<file path="config.mk">
export PLATFORM = sky130hd
export DESIGN_NAME = window_3x3_generator
export DESIGN_NICKNAME = d
export VERILOG_FILES = /design/src/rtl/window_3x3_generator.sv
export SDC_FILE = /design/constraint.sdc
export NUM_CORES = 1
export LEC_CHECK = 0
export ABC_AREA = 1
export CORE_UTILIZATION = 46
export CTS_BUF_LIST = sky130_fd_sc_hd__clkbuf_8
export DETAILED_ROUTE_END_ITERATION = 6
export HOLD_SLACK_MARGIN = 0.1
export PLACE_DENSITY = 0.78
export REMOVE_ABC_BUFFERS = 1
export SLEW_MARGIN = 20
export SYNTH_ARGS = -nofsm -noshare
export SYNTH_HDL_FRONTEND = slang
export SYNTH_SLANG_ARGS = --single-unit
export TNS_END_PERCENT = 10
</file>
<file path="constraint.sdc">
create_clock -name clk -period 4 [get_ports clk]
set_clock_uncertainty 0.15 [all_clocks]
set_input_delay 1.2 -clock clk [delete_from_list [all_inputs] [get_ports clk]]
set_output_delay 1.2 -clock clk [all_outputs]
set_load 0.05 [all_outputs]
</file>
<file path="src/rtl/window_3x3_generator.sv">
`default_nettype none
//------------------------------------------------------------------------------
// Module      : window_3x3_generator
// Description : 3x3 sliding pixel window built from the current pixel and two
//               row-buffer taps, with row/column tracking and window pulses.
//               Optional left-border zeroing: define WINDOW_BORDER_ZERO_EN.
// Revision    : 1.0 - initial release
//------------------------------------------------------------------------------
module window_3x3_generator #(
    parameter int DATA_WIDTH = 8
) (
    input  logic                    clk,
    input  logic                    reset_data,
    input  logic                    pixel_valid,
    input  logic [DATA_WIDTH-1:0]   pixel_in,
    input  logic [DATA_WIDTH-1:0]   row1_in,
    input  logic [DATA_WIDTH-1:0]   row2_in,
    input  logic [2:0]              configuration,
    output logic [9*DATA_WIDTH-1:0] window_out,
    output logic                    window_valid,
    output logic                    line_end,
    output logic                    no_config
);

    localparam logic [1:0] c_ST_IDLE = 2'd0;
    localparam logic [1:0] c_ST_FILL = 2'd1;
    localparam logic [1:0] c_ST_RUN  = 2'd2;
    localparam int         c_WIN_W   = 9 * DATA_WIDTH;

    logic [1:0]            r_state;
    logic [1:0]            w_state_next;
    logic [9:0]            r_width;
    logic [9:0]            r_col;
    logic [1:0]            r_row;
    logic [c_WIN_W-1:0]    r_taps;
    logic [c_WIN_W-1:0]    r_window;
    logic                  r_window_valid;
    logic                  r_line_end;

    logic                  w_accept;
    logic                  w_col_last;
    logic                  w_cfg_load;
    logic [3:0]            w_cfg_shift;
    logic [9:0]            w_cfg_width;
    logic                  w_zero_c0;
    logic                  w_zero_c1;
    logic                  w_win_valid;
    logic [c_WIN_W-1:0]    w_taps_next;
    logic [c_WIN_W-1:0]    w_window_next;
    logic [DATA_WIDTH-1:0] w_row_src [3];

    assign w_accept    = pixel_valid && (r_state != c_ST_IDLE);
    assign w_col_last  = (r_col == (r_width - 10'd1));
    assign w_cfg_load  = (r_state == c_ST_IDLE) && (configuration != 3'd0);
    // Code n selects a row width of 2^(n+2); widened so codes 6 and 7 do not wrap.
    assign w_cfg_shift = {1'b0, configuration} + 4'd2;
    assign w_cfg_width = 10'd1 << w_cfg_shift;

`ifdef WINDOW_BORDER_ZERO_EN
    assign w_zero_c0   = (r_col < 10'd2);
    assign w_zero_c1   = (r_col == 10'd0);
    assign w_win_valid = w_accept && (r_state == c_ST_RUN);
`else
    assign w_zero_c0   = 1'b0;
    assign w_zero_c1   = 1'b0;
    assign w_win_valid = w_accept && (r_state == c_ST_RUN) && (r_col >= 10'd2);
`endif

    always_comb begin
        w_state_next = r_state;
        case (r_state)
            c_ST_IDLE: begin
                if (configuration != 3'd0) begin
                    w_state_next = c_ST_FILL;
                end
            end
            c_ST_FILL: begin
                if (w_accept && w_col_last && (r_row == 2'd1)) begin
                    w_state_next = c_ST_RUN;
                end
            end
            c_ST_RUN: begin
                w_state_next = c_ST_RUN;
            end
            default: begin
                w_state_next = c_ST_IDLE;
            end
        endcase
    end

    always_ff @(posedge clk or posedge reset_data) begin
        if (reset_data) begin
            r_state <= c_ST_IDLE;
            r_width <= 10'd0;
            r_col   <= 10'd0;
            r_row   <= 2'd0;
        end else begin
            r_state <= w_state_next;
            if (w_cfg_load) begin
                r_width <= w_cfg_width;
            end
            if (w_accept) begin
                if (w_col_last) begin
                    r_col <= 10'd0;
                    if (r_row != 2'd2) begin
                        r_row <= r_row + 2'd1;
                    end
                end else begin
                    r_col <= r_col + 10'd1;
                end
            end
        end
    end

    assign w_row_src[0] = row2_in;
    assign w_row_src[1] = row1_in;
    assign w_row_src[2] = pixel_in;

    // Raw taps keep shifting untouched; border zeroing only masks the output copy,
    // so stale columns still move through the window exactly as they arrived.
    generate
        for (genvar gr = 0; gr < 3; gr++) begin : g_row
            localparam int c_BASE = DATA_WIDTH * 3 * gr;

            assign w_taps_next[c_BASE +: DATA_WIDTH] =
                r_taps[c_BASE + DATA_WIDTH +: DATA_WIDTH];
            assign w_taps_next[c_BASE + DATA_WIDTH +: DATA_WIDTH] =
                r_taps[c_BASE + 2*DATA_WIDTH +: DATA_WIDTH];
            assign w_taps_next[c_BASE + 2*DATA_WIDTH +: DATA_WIDTH] = w_row_src[gr];

            assign w_window_next[c_BASE +: DATA_WIDTH] = w_zero_c0 ?
                {DATA_WIDTH{1'b0}} : w_taps_next[c_BASE +: DATA_WIDTH];
            assign w_window_next[c_BASE + DATA_WIDTH +: DATA_WIDTH] = w_zero_c1 ?
                {DATA_WIDTH{1'b0}} : w_taps_next[c_BASE + DATA_WIDTH +: DATA_WIDTH];
            assign w_window_next[c_BASE + 2*DATA_WIDTH +: DATA_WIDTH] =
                w_taps_next[c_BASE + 2*DATA_WIDTH +: DATA_WIDTH];
        end
    endgenerate

    always_ff @(posedge clk or posedge reset_data) begin
        if (reset_data) begin
            r_taps         <= '0;
            r_window       <= '0;
            r_window_valid <= 1'b0;
            r_line_end     <= 1'b0;
        end else begin
            r_window_valid <= w_win_valid;
            r_line_end     <= w_accept && w_col_last;
            if (w_accept) begin
                r_taps   <= w_taps_next;
                r_window <= w_window_next;
            end
        end
    end

    assign window_out   = r_window;
    assign window_valid = r_window_valid;
    assign line_end     = r_line_end;
    assign no_config    = (r_state == c_ST_IDLE);

endmodule
`default_nettype wire

</file>
### Signal wires on met1

(6 px per micron) Supply wires on this layer in gray. Cells faint in the background.
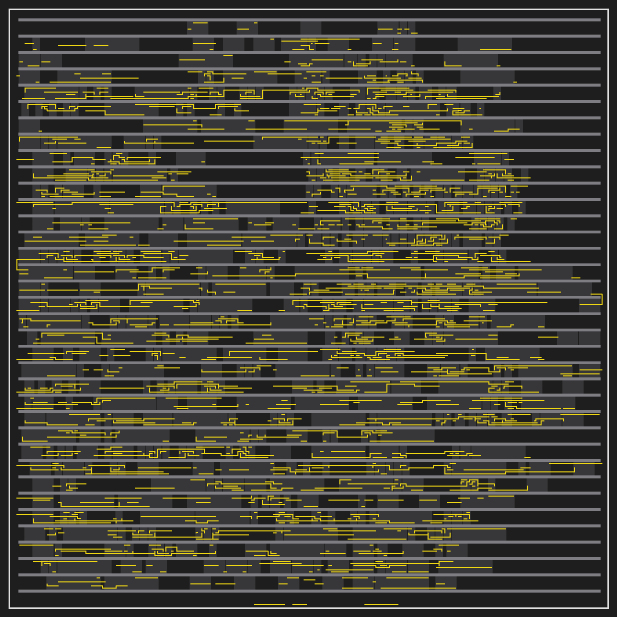
longest straight run: 29.4 microns
main direction: horizontal
nets with wire on the layer: 593
met1 Use GR: 27.0%
DR vias: 3725
final wirelength: 10200 microns

### I/O nets highlighted

(4 px per micron)
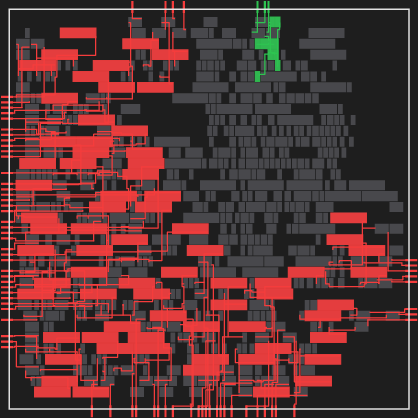
legend:
  window_out:
    color: red
    bits: 72
    direction: output
    edge: 37 west, 23 south, 8 east, 4 north
    end_cells: 72
    wire: 2620 microns
  configuration:
    color: green
    bits: 3
    direction: input
    edge: north
    end_cells: 8
    wire: 54.9 microns
I/O Pins: 105
I/O Buffers: 104

### Sizing map

(4 px per micron)
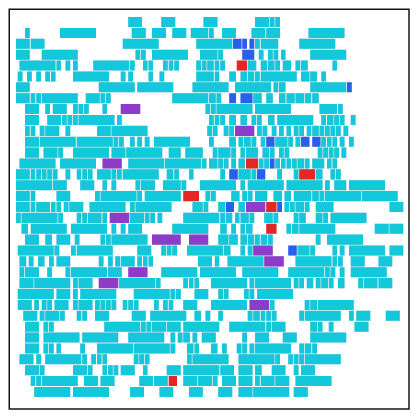
legend:
  x1 and smaller:
    color: cyan
    cells: 607
    most_used: nand2_1
  x6 and larger:
    color: purple
    cells: 12
    most_used: clkbuf_8
  x2:
    color: blue
    cells: 16
  x3 and x4:
    color: red
    cells: 7
    most_used: buf_4
Design Area, Final: 0.00573 sq mm
Buffers excl. clock: 108
Area growth, synth to finish: 30.9%
final worst slack: 0.762 ns

sequential cells by signal, summed over array words and instances, names as in the netlist:
| signal | count |
|---|---|
| line_end | 1 |
| r_col | 10 |
| r_row | 2 |
| r_state | 2 |
| r_width | 10 |
| window_out | 72 |
| window_valid | 1 |
per-layer routing:
layer	vias up	GRT usage (%)	share of wire [%]
li1	1850	-	-
met1	1763	27.0	43
met2	96	36.5	47
met3	16	8.08	8.1
met4	0	6.45	1.8
met5	-	0	0
kinds of logic (layout without fill, tap and decap cells):
kind of cell	Yosys count	count (layout)	share of synthesized area, %
XOR/XNOR	8	8	1.60
adder cells (fa/ha/maj)	9	9	2.57
AND/OR/NAND/NOR	316	316	29.4
flip-flops	98	98	56.0
buffers and inverters	72	176	6.17
AND-OR/OR-AND	35	35	4.23
layout make-up:
cell class	instances	area share, %
clock buffer	11	2.64
timing repair buffer	108	18.9
tap	129	2.82
clock inverter	3	0.306
inverter	54	3.58
multi-input combinational	368	29.0
sequential	98	42.8
path summary, 6_finish.rpt:
| check | start | to | cells past startpoint |
|---|---|---|---|
| setup / recovery | r_state[0] | no_config | 3 |
| hold / removal | window_out[7] | window_out[7] | 2 |
| setup reg to reg | r_state[0] | r_col[3] | 9 |
| hold reg to reg | window_out[7] | window_out[7] | 2 |
| max in group asynchronous | reset_data | r_width[4] | 3 |
| min in group asynchronous | reset_data | window_out[61] | 2 |
worst min-delay path, cell delays in order, from the launching register on:
cell     delay, ns
dfrtp_1       0.35
nand2_1       0.05
nand2_1       0.06
through the flow:
step | area [sq um] | util, % | setup slack, ns
after floorplan | 4310 | - | 0.0879
after global placement | 5560 | 60.2 | 0.803
after detailed placement | 5560 | 60.2 | 0.612
after CTS | 5730 | 62.0 | 0.745
after global routing | 5730 | 62.0 | 0.696
final | 5730 | 62.0 | 0.762
cell usage in the layout (no fill, tap or decap), types with 5 or more instances in the layout:
master / count
dfrtp_1: 98
clkbuf_8: 11
nand3_1: 22
inv_1: 49
o21ai_0: 30
nand4_1: 9
clkdlybuf4s50_1: 104
nor2_2: 5
ha_1: 9
nand2_1: 243
nor2_1: 24
inv_2: 5
==> Slide: Implementation Results <==
Implementation Results

Clock network
  • CTS Buf Count: 9
  • Hold-fix buffer count after cts: 0
  • Worst-Skew Late Latency: 0.34 ns
  • Clock Pin Slew Worst Setup and Hold Paths: 0.09 ns
  • Clk Tree Root Cell: clkbuf_8

Floorplan
  • Site Rows: 35
  • Die Height: 99.6 microns
  • CORE AREA: 0.00924 sq mm

Yosys
  • Unique cell types: 27
  • Syn. warnings: 0
  • Number of enable flip-flop cells: 0
  • Synth Seq Share: 56.0%
  • Main flop type: dfrtp_1
  • Synth top cell by count: nand2_1
  • Chip Area, Yosys: 0.00438 sq mm
  • Largest cells by area after synthesis: dfrtp_1 56%, nand2_1 21%, inv_1 4.2%
  • Ys async rst share: 100%
  • Cells after synthesis: 538

Cells and area
  • Register Area: 0.00245 sq mm
  • Layout cells sized above 1: 5.45%
  • Comb area: 0.00166 sq mm

Critical path
  • Critical path's largest stage delay: 0.82 ns
  • R2r setup slk: 1.72 ns
  • Critical Path RT: 2.65 ns
  • Worst Setup Start Kind: register
  • CP arrival: 1.89 ns
  • CP top delay family: buffers and inverters

STA
  • Worst slew pin tran: 0.735 ns
  • RSZ-0062 raised after global routing: no
  • Hold_ws: 0.335 ns
  • Fin crit share: 81.0%
  • Final hold viol count: 0
  • TNS Setup: 0 ns
  • Rel. slew slack: 51.0%

Outcome
  • Status: completed

Placement
  • Post-DP HPWL: 7230 microns
  • Placed Instances: 757

Global routing
  • Largest net degree at the start of global routing: 77
  • Vias in the first global route: 3786
  • Global route overflow: 0
  • First-pass GRT wire length: 17400 microns
  • Total GRT Usage: 22.0%

Routing
  • DRT Pass-1 Iters: 4
  • Routed len/inst: 13.2 microns
  • # DRC: 0
  • Routed Antenna Nets: 0

Job
  • Tool Warnings: 29
  • Max-cap check violation count: 0
